clock_wires.png
Scale: 4 px per µm.
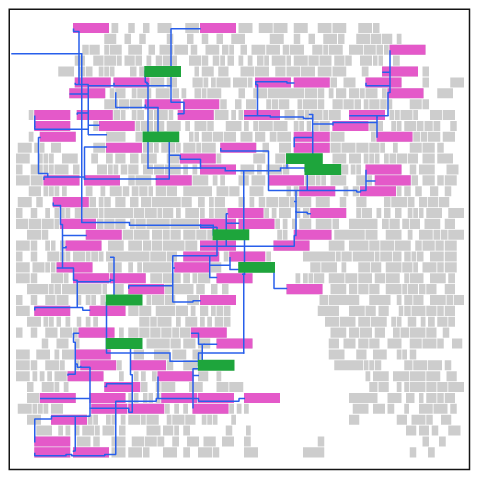
gates.png
Scale: 2 px per µm.
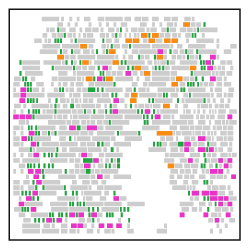
m3.png
Scale: 4 px per µm.
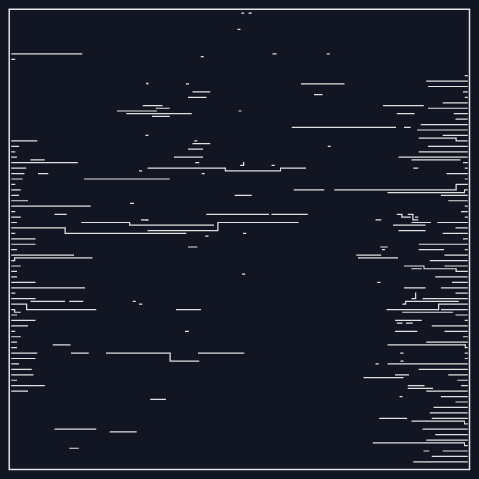
clock_nets.png
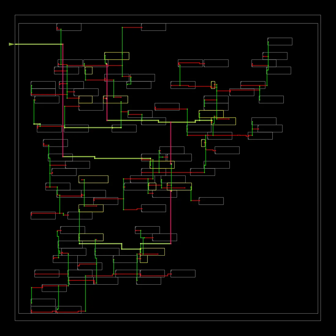
layers.png
Scale: 2 px per µm.
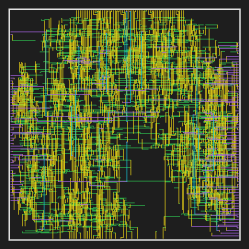
<file path="src/rtl/lsu_ctrl.sv">
// rtl/lsu_ctrl.sv - load/store controller: core access to byte-enabled memory request with stall, extension and fault
module lsu_ctrl #(
  parameter int TIMEOUT_CYCLES = 16
) (
  input  logic        clk_i,
  input  logic        rst_ni,
  input  logic        core_req_i,
  input  logic        core_we_i,
  input  logic [2:0]  core_size_i,
  input  logic [31:0] core_addr_i,
  input  logic [31:0] core_wd_i,
  output logic [31:0] core_rd_o,
  output logic        core_stall_o,
  output logic        core_fault_o,
  output logic        mem_req_o,
  output logic        mem_we_o,
  output logic [3:0]  mem_be_o,
  output logic [31:0] mem_addr_o,
  output logic [31:0] mem_wd_o,
  input  logic [31:0] mem_rd_i,
  input  logic        mem_ready_i
);

  typedef enum logic {S_IDLE, S_WAIT} state_t;

  localparam logic [7:0] TMO_LAST = 8'(TIMEOUT_CYCLES - 1);

  state_t      state;
  logic [7:0]  cnt;
  logic [31:0] lat_addr;
  logic [2:0]  lat_size;
  logic        lat_we;
  logic [3:0]  lat_be;
  logic [31:0] lat_wd;

  logic        size_ok;
  logic        aligned;
  logic        legal;
  logic [3:0]  be_c;
  logic [31:0] wd_c;
  logic [7:0]  ld_b;
  logic [15:0] ld_h;
  logic [31:0] ld_data;
  logic        timeout_hit;

  // Request decode: lane mask, replicated store data and legality
  always_comb begin
    size_ok = 1'b0;
    aligned = 1'b0;
    be_c    = 4'b0000;
    wd_c    = core_wd_i;
    case (core_size_i)
      3'd0, 3'd4: begin
        size_ok = 1'b1;
        aligned = 1'b1;
        be_c    = 4'b0001 << core_addr_i[1:0];
        wd_c    = {4{core_wd_i[7:0]}};
      end
      3'd1, 3'd5: begin
        size_ok = 1'b1;
        aligned = ~core_addr_i[0];
        be_c    = 4'b0011 << {core_addr_i[1], 1'b0};
        wd_c    = {2{core_wd_i[15:0]}};
      end
      3'd2: begin
        size_ok = 1'b1;
        aligned = (core_addr_i[1:0] == 2'b00);
        be_c    = 4'b1111;
      end
      default: ;
    endcase
    legal = size_ok & aligned & ~(core_we_i & core_size_i[2]);
  end

  // Load lane extraction uses the latched offset, not the live core address
  always_comb begin
    case (lat_addr[1:0])
      2'd0:    ld_b = mem_rd_i[7:0];
      2'd1:    ld_b = mem_rd_i[15:8];
      2'd2:    ld_b = mem_rd_i[23:16];
      default: ld_b = mem_rd_i[31:24];
    endcase
    ld_h = lat_addr[1] ? mem_rd_i[31:16] : mem_rd_i[15:0];
    case (lat_size)
      3'd0:    ld_data = {{24{ld_b[7]}}, ld_b};
      3'd1:    ld_data = {{16{ld_h[15]}}, ld_h};
      3'd4:    ld_data = {24'b0, ld_b};
      3'd5:    ld_data = {16'b0, ld_h};
      default: ld_data = mem_rd_i;
    endcase
    if (lat_we) ld_data = 32'b0;
  end

  assign timeout_hit = (cnt == TMO_LAST);

  always_comb begin
    core_rd_o    = 32'b0;
    core_stall_o = 1'b0;
    core_fault_o = 1'b0;
    mem_req_o    = 1'b0;
    mem_we_o     = 1'b0;
    mem_be_o     = 4'b0;
    mem_addr_o   = 32'b0;
    mem_wd_o     = 32'b0;
    // Gate on reset so a held core request cannot leak through while in reset
    if (rst_ni) begin
      case (state)
        S_IDLE: begin
          if (core_req_i) begin
            if (legal) begin
              mem_req_o    = 1'b1;
              mem_we_o     = core_we_i;
              mem_be_o     = be_c;
              mem_addr_o   = core_addr_i;
              mem_wd_o     = wd_c;
              core_stall_o = 1'b1;
            end else begin
              core_fault_o = 1'b1;
            end
          end
        end
        default: begin
          mem_req_o  = 1'b1;
          mem_we_o   = lat_we;
          mem_be_o   = lat_be;
          mem_addr_o = lat_addr;
          mem_wd_o   = lat_wd;
          if (mem_ready_i) begin
            core_rd_o = ld_data;
          end else if (timeout_hit) begin
            core_fault_o = 1'b1;
          end else begin
            core_stall_o = 1'b1;
          end
        end
      endcase
    end
  end

  always_ff @(posedge clk_i or negedge rst_ni) begin
    if (!rst_ni) begin
      state    <= S_IDLE;
      cnt      <= 8'b0;
      lat_addr <= 32'b0;
      lat_size <= 3'b0;
      lat_we   <= 1'b0;
      lat_be   <= 4'b0;
      lat_wd   <= 32'b0;
    end else begin
      case (state)
        S_IDLE: begin
          if (core_req_i && legal) begin
            state    <= S_WAIT;
            cnt      <= 8'b0;
            lat_addr <= core_addr_i;
            lat_size <= core_size_i;
            lat_we   <= core_we_i;
            lat_be   <= be_c;
            lat_wd   <= wd_c;
          end
        end
        default: begin
          cnt <= cnt + 8'd1;
          if (mem_ready_i || timeout_hit) state <= S_IDLE;
        end
      endcase
    end
  end

endmodule

</file>
<file path="config.mk">
export PLATFORM = sky130hd
export DESIGN_NAME = lsu_ctrl
export DESIGN_NICKNAME = d
export VERILOG_FILES = /design/src/rtl/lsu_ctrl.sv
export SDC_FILE = /design/constraint.sdc
export NUM_CORES = 1
export LEC_CHECK = 0
export CAP_MARGIN = 20
export CORE_MARGIN = 1
export CORE_UTILIZATION = 40
export DETAILED_ROUTE_END_ITERATION = 16
export HOLD_SLACK_MARGIN = 0.08
export PLACE_DENSITY = 0.8
export SLEW_MARGIN = 20
export SYNTH_ARGS = -nofsm -noshare
export SYNTH_HDL_FRONTEND = slang
export SYNTH_SLANG_ARGS = --single-unit
</file>
<file path="constraint.sdc">
create_clock -name clk_i -period 3.1 [get_ports clk_i]
set_clock_uncertainty 0.1 [all_clocks]
set_input_delay 0.93 -clock clk_i [delete_from_list [all_inputs] [get_ports clk_i]]
set_output_delay 0.93 -clock clk_i [all_outputs]
set_load 0.01 [all_outputs]
</file>
==> metrics.cfg <==
[outcome]
status = complete, but fails checks
failing_checks = negative setup slack

[global_routing]
busiest_metal_layer_after_global_routing = met2
globalRouteMet1Util_pct = 33.77
groute.usage.overall_pct = 28.86

[setup_path]
critical_path_peak_fanout = 8
timing.critical_path.arrival_ns = 2.54
cp.depth = 9
crit_chain = buf_6 -> or4_4 -> a21o_4 -> nor2_8 -> buf_12 -> buf_12 -> buf_8 -> a22o_1 -> buf_2
cp-startpoint = core_size_i[2]
worst_path_largest_cell_delay_ns = 0.54
critical_path.endpoint = mem_addr_o[20]
timing.critical_path.from_type = input pin
cp_class = input pin to primary output
worstReg2RegStart = state
nature_of_the_critical_path_endpoint = primary output
critical_path_required_ns = 2.07
rrSetupSlack_ns = 1.01
rr_worst_depth = 5

[sta]
report.final.slew_viol_count = 0
finalSetupViolations = 91
timing_worst_slew_pin_value_ns = 0.9995
postLayoutSetupSlackWorst_ns = -0.4683
rsz0062_at_grt = yes
final_hold_violations = 0
finalWorstPathRequiredPeriod_ns = 3.568

[power_and_ir_drop]
fin_total_pwr_mw = 3.875
net-switching-power_mw = 1.293
sw_frac_of_total_pct = 33.37
internal-power_mw = 2.582
p_per_area_nw_per_um2 = 470.8
ir_drop_mv = 0.2770
p_leak_nw = 4.258

[finish]
num-fill-cells = 991
num-multi-input-gates = 488
cell_class_with_the_largest_area_share = multi-input combinational cells
n_all_buffers = 327
clk_share_pct = 3.633
comb_share_pct = 35.84
seq_share_pct = 24.64
lay_top_cells = 205 x sky130_fd_sc_hd__nand2_1, 95 x sky130_fd_sc_hd__buf_4, 89 x sky130_fd_sc_hd__buf_2
antennaDiodeCount = 0

[route]
drt_pre_antenna_iters = 5
route.final.wire_length_um = 18970
met2WireLength_um = 9604
detailed_route_iter0_violations = 556
routedWlPerCell_um = 17.50
dr.max_layer_used = met4

[min_path]
holdCritStartpoint = lat_addr[25]
holdPathEnd = lat_addr[25]

[floorplanning]
floorplan.rows = 40
floorplanUtilization_pct = 41.58
nWellTaps = 168
die_area_um2 = 13150
die_span_in_x_um = 114.7
core_region_area_um2 = 12210

[cts]
clk_path_buf_depth = 2
ctsRootBufferMaster = sky130_fd_sc_hd__clkbuf_16
cts_setup_buffers = 23
cts_tree = done
cts-htree-levels = 3

[logic_synthesis]
yosysTopAreaCellShare_pct = 39.92
postSynthRegisterBits = 81
ys.warnings.count = 0
edf_count = 0
top_cells_by_count = 206 x sky130_fd_sc_hd__nand2_1, 81 x sky130_fd_sc_hd__dfrtp_1, 44 x sky130_fd_sc_hd__a22o_1, 39 x sky130_fd_sc_hd__o21ai_0, 35 x sky130_fd_sc_hd__o21ai_1
async_flop_share_pct = 100.0
top_cell = sky130_fd_sc_hd__nand2_1
post_synth_instance_area_um2 = 5077

[placement]
buffer_ports.inserted = 207
hpwl_um = 12630

Back to the opening pictures, clock_wires.png:
clock wires -> blue  # length 1,110 µm
clock-net drivers -> green  # count 9
flip-flops -> magenta  # count 81
routed clock nets = 10
Clk power: 1.09 mW
clock network fraction of design power: 28.0%
clock insertion delay at the later pin of the skew report: 0.33 ns

Back to the opening pictures, gates.png:
nand cells -> green  # cells 215, where widely spread
mux cells -> orange  # cells 26
non-inverting ao/oa cells -> magenta  # cells 72, where widely spread

Back to the opening pictures, m3.png:
wire length on this layer = 1,380 µm
share of all routed wire = 7.3%

Back to the opening pictures, clock_nets.png:
Flops: 81
TritonCTS Sinks: 81
number of buffers inserted during clock tree synthesis: 9
Layout clock buffers: 12

Back to the opening pictures, layers.png:
M1 -> green  # wire length 7,370 µm
M4 -> cyan  # wire length 611 µm
M2 -> yellow  # wire length 9,600 µm
M3 -> purple  # wire length 1,380 µm

-- cell families after synthesis --
logic type / share of synthesized area, %
muxes: 5.372
xor gates and xnor gates: 0.8625
DFF: 39.92
adders and majority gates: 0.2464
and+or+nand+nor: 23.48
AOI/OAI and AO/OA: 23.44
buffers and inverters: 6.678
-- metrics by stage --
step | setup WS, ns | util, % | area, µm² | cells | TNS [ns]
after floorplan | -0.08192 | - | 5187 | 623 | -5.081
after global placement | -1.107 | 64.41 | 7865 | 1037 | -113.19
after detailed placement | -1.154 | 64.41 | 7865 | 1037 | -119.97
after CTS | -0.4685 | 66.64 | 8138 | 1080 | -29.25
after global routing | -0.5235 | 67.41 | 8232 | 1084 | -33.43
final | -0.4683 | 67.41 | 8232 | 1084 | -28.93
Power is estimated from default activity; no workload was simulated.
